`config.mk`:
```
export PLATFORM = sky130hd
export DESIGN_NAME = psum_accum_seq
export DESIGN_NICKNAME = d
export VERILOG_FILES = /design/src/rtl/psum_accum_seq.sv
export SDC_FILE = /design/constraint.sdc
export NUM_CORES = 1
export LEC_CHECK = 0
export CAP_MARGIN = 20
export CORE_MARGIN = 2
export CORE_UTILIZATION = 40
export CTS_CLUSTER_DIAMETER = 50
export DETAILED_ROUTE_END_ITERATION = 12
export PLACE_DENSITY = 0.66
export SLEW_MARGIN = 20
export SYNTH_ARGS = -nofsm -noshare
export SYNTH_HDL_FRONTEND = slang
export SYNTH_SLANG_ARGS = --single-unit
```
`constraint.sdc`:
```
create_clock -name clk -period 2.7 [get_ports clk]
set_input_delay 0.54 -clock clk [delete_from_list [all_inputs] [get_ports clk]]
set_output_delay 0.54 -clock clk [all_outputs]
set_load 0.02 [all_outputs]
```
`src/rtl/psum_accum_seq.sv`:
```
// psum_accum_seq: folds a variable-length stream of signed partial sums into a
// registered accumulator through a single approximate adder, then presents the
// final sum on a valid/ready output.
//
// Ports:
//   clk, rst_n     - clock (rising edge), asynchronous active-low reset
//   start_i, len_i - job start pulse and term count, sampled only in idle
//   busy_o         - high while a job is accumulating or waiting to deliver
//   in_valid_i / in_ready_o / in_data_i    - term input handshake
//   out_valid_o / out_ready_i / out_sum_o  - result output handshake
//
// add_approx: lower-part-copy approximate adder. The low approxBits of Sum are
// taken from B; the upper part is an exact add with carry-in A[approxBits-1].
// approxBits = 0 gives an exact adder with carry-in Cin.

module add_approx #(
    parameter int unsigned bitWidth   = 16,
    parameter int unsigned approxBits = 6
) (
    input  logic [bitWidth-1:0] A,
    input  logic [bitWidth-1:0] B,
    input  logic                Cin,
    output logic [bitWidth-1:0] Sum,
    output logic                Cout
);

    if (approxBits == 0) begin : g_exact
        assign {Cout, Sum} = {1'b0, A} + {1'b0, B} + {{bitWidth{1'b0}}, Cin};
    end else begin : g_approx
        localparam int unsigned HiW = bitWidth - approxBits;

        // Low bits of A only contribute through the carry guess; Cin is ignored.
        logic [approxBits:0] unused_bits;
        assign unused_bits = {A[approxBits-1:0], Cin};

        assign Sum[approxBits-1:0] = B[approxBits-1:0];
        assign {Cout, Sum[bitWidth-1:approxBits]} = {1'b0, A[bitWidth-1:approxBits]}
                                                  + {1'b0, B[bitWidth-1:approxBits]}
                                                  + {{HiW{1'b0}}, A[approxBits-1]};
    end

endmodule

module psum_accum_seq #(
    parameter int unsigned BIT_WIDTH   = 16,
    parameter int unsigned APPROX_BITS = 6,
    parameter int unsigned CNT_W       = 8
) (
    input  logic                        clk,
    input  logic                        rst_n,
    input  logic                        start_i,
    input  logic [CNT_W-1:0]            len_i,
    output logic                        busy_o,
    input  logic                        in_valid_i,
    output logic                        in_ready_o,
    input  logic signed [BIT_WIDTH-1:0] in_data_i,
    output logic                        out_valid_o,
    input  logic                        out_ready_i,
    output logic signed [BIT_WIDTH-1:0] out_sum_o
);

    typedef enum logic [1:0] {StIdle, StAcc, StDone} state_e;

    state_e               state_q, state_d;
    logic [BIT_WIDTH-1:0] acc_q, acc_d;
    logic [CNT_W-1:0]     rem_q, rem_d;
    logic [BIT_WIDTH-1:0] add_sum;
    logic                 unused_cout;

    // Operand order matters in approximate mode: acc on A, term on B.
    add_approx #(
        .bitWidth  (BIT_WIDTH),
        .approxBits(APPROX_BITS)
    ) u_add (
        .A   (acc_q),
        .B   (in_data_i),
        .Cin (1'b0),
        .Sum (add_sum),
        .Cout(unused_cout)
    );

    always_comb begin
        state_d = state_q;
        acc_d   = acc_q;
        rem_d   = rem_q;
        unique case (state_q)
            StIdle: begin
                if (start_i) begin
                    acc_d   = '0;
                    rem_d   = len_i;
                    state_d = (len_i == '0) ? StDone : StAcc;
                end
            end
            StAcc: begin
                if (in_valid_i) begin
                    acc_d = add_sum;
                    rem_d = rem_q - CNT_W'(1);
                    if (rem_q == CNT_W'(1)) begin
                        state_d = StDone;
                    end
                end
            end
            StDone: begin
                if (out_ready_i) begin
                    state_d = StIdle;
                end
            end
            default: state_d = StIdle;
        endcase
    end

    always_ff @(posedge clk or negedge rst_n) begin
        if (!rst_n) begin
            state_q <= StIdle;
            acc_q   <= '0;
            rem_q   <= '0;
        end else begin
            state_q <= state_d;
            acc_q   <= acc_d;
            rem_q   <= rem_d;
        end
    end

    assign busy_o      = (state_q != StIdle);
    assign in_ready_o  = (state_q == StAcc);
    assign out_valid_o = (state_q == StDone);
    assign out_sum_o   = acc_q;

endmodule

```
layer_met3.png
Scale: 6 px per micron. Cells faint in the background.
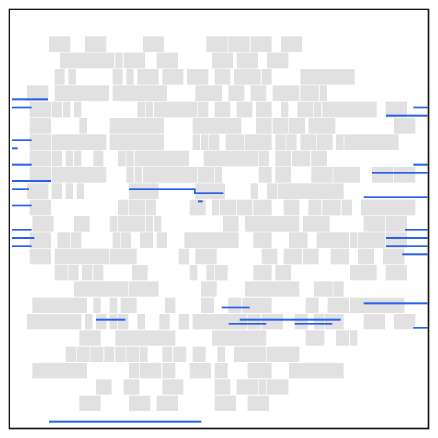
longest straight run = 25.1 microns
nets with wire on the layer = 28
wire length on this layer = 179 microns
main direction = horizontal
share of all routed wire = 4.4%

flops_by_reg.png
Scale: 6 px per micron. Other cells in gray.
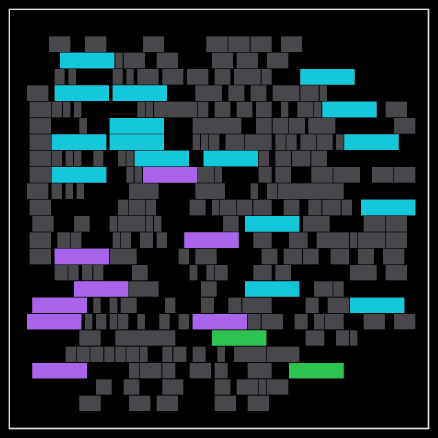
out_sum_o -> cyan  # flops 16
state_q -> green  # flops 2
rem_q -> purple  # flops 8

==> results.ini <==
[detailed_routing]
vias=1614
drt_iter0_drc=97
met3_length_microns=178
vias_per_cell=5.527
wl_met2_microns=1889
highest-signal-layer=met4
dr.pass1.iters=4
wl_per_cell_microns=14.04

[placed_design]
post-place-ws_ps=-287.1
gp_congestion=0.8185
port_buffers=47
dpl.cell_count=288
dpl.hpwl_microns=3006
placed_cell_area_sq_um=2307

[sta]
rsz0062_at_grt=false
layout_setup_ws_ps=125.0
worstMarginPinSlew_ps=439.9
period_needed_ps=2575
post-route-period-util_pct=95.37
max_freq_mhz=388.4
fin_skew_ps=4.741
finalSetupTns_ps=0
timing.slew.headroom_pct=70.40
hold_violations=0
setup_viol=0

[power_and_ir_drop]
clkPwrFrac_pct=13.2
top_power_group=combinational logic
power_density_nw_per_um2=1010
power_clock_w=0.000319
intPower_w=0.001388
total_power_w=0.002416
p_sw_w=0.001029
pwr-share-comb_pct=56.7
ir_worst_vdd_mv=0.4608
comb-power_w=0.00137
p_sw_share_pct=42.58

[yosys]
synthCells=188
synth_cell_types=48
edf_count=0
synth-main-ff-cell=dfrtp_1
yosys_warnings=0
yosys_area_sq_um=1723
syn_area_sq_um=1723
synth_nets=229
synthArstFlopShare_pct=100.0
synth-seq-cells=26
synth_seq_share_pct=37.76

[final_layout]
areaGrowthSynthToFinish_pct=38.85
nets=284
stdcell_count=292
drive_above_1_share_pct=11.16
layout_top_cell=clkdlybuf4s50_1
fill_cells=383
postLayoutCoreUtil_pct=58.54
diodes=0
stdcell_area_sq_um=2392

[worst_hold_path]
hp-class=flop to flop
hold_depth=2
holdPathEnd=out_sum_o[0]
hold_start=out_sum_o[0]

[worst_setup_path]
reg2reg_depth=7
reg2reg_slack_ps=440
worstPathCellList=clkdlybuf4s50_1, fa_1, fa_2, a211oi_2, o21bai_1, a221oi_2, xor2_1, o21ai_1
worst-path-max-fanout=2
critPathMaxStageDelay_ps=480
timing.rr.end=out_sum_o[14]
critPathLaunchType=primary input
required_ps=2860
r2r-start=out_sum_o[5]
crit_arrival_ps=2740
cp_slowest_cell=fa_1
critPathCaptureType=flop

[die]
core_area_sq_um=4086
die_w_microns=69.63
fp_util_pct=42.16
die_h_microns=69.63
ios=48
rows=23

[clock_tree]
clockBufferDepth=2
htree_levels=1
cts_setup_buffers=0
root_buffer=clkbuf_8
post_cts_resized=0
cts_buffers=3
cts_tree=yes
cts_num_sinks=26
clk_pin_slew_worst_paths_ps=90
clock_latency_ps=270

[global_route]
grt_pass1_vias=1507
antenna_found_initial=0
grt-busiest-layer=met2
grt_max_degree=27
use_met3_pct=3.488
grt_util_met1_pct=24.64
grt_usage_pct=17.66
grt_util_met2_pct=27.88
grt_pass1_wl_microns=7079

[job]
tool_warnings=27

[run_status]
status=finished clean

==> worst max-delay path: cells and delay by family <==
| family | cells | cell delay [ps] |
|---|---|---|
| buffers and inverters | 1 | 430 |
| AND-OR/OR-AND | 4 | 760 |
| adder cells (fa/ha/maj) | 2 | 860 |
| XOR/XNOR | 1 | 160 |
==> registers in the layout, summed over array words and instances (netlist names) <==
register / cells
out_sum_o: 16
state_q: 2
rem_q: 8
==> synth_stat cells (5+ instances only) <==
library cell	instances	area share, %
a21o_1	6	2.6
a21oi_1	11	3.2
clkbuf_1	6	1.3
dfrtp_1	26	38
ha_1	10	7.3
nand2_1	26	5.7
nand3_1	12	3.5
nor2_1	10	2.2
o21ai_0	9	2.6
o31ai_1	5	2.2
==> worst max path at each step <==
stage,slack (ps),to,start
2_1_floorplan,230,out_sum_o[14],in_data_i[6]
3_3_place_gp,-260,out_sum_o[14],in_data_i[6]
3_5_place_dp,-290,out_sum_o[14],in_data_i[6]
4_1_cts,6,out_sum_o[14],in_data_i[6]
5_1_grt,20,out_sum_o[14],in_data_i[6]
6_report,130,out_sum_o[14],in_data_i[6]
==> layout make-up <==
cell class                      count  area [sq um]  share of cell area, %
Inverter                            5         18.77                 0.7845
Clock inverter                      1         30.03                  1.255
Timing Repair Buffer               58         553.0                  23.12
Clock buffer                        3         41.29                  1.726
Sequential cell                    26         650.6                  27.20
Tap cell                           50         62.56                  2.615
Multi-Input combinational cell    149          1036                  43.31
==> logic make-up (layout without fill, tap and decap cells) <==
logic type	count (synthesis)	count (layout)	synth area share (%)
DFF	26	26	37.76
and+or+nand+nor	72	72	21.06
AOI/OAI and AO/OA	55	55	22.80
adders and majority gates	12	12	9.586
xor gates and xnor gates	4	4	2.034
buffers and inverters	13	67	2.904
muxes	6	6	3.849
Power is estimated from default activity; no workload was simulated.
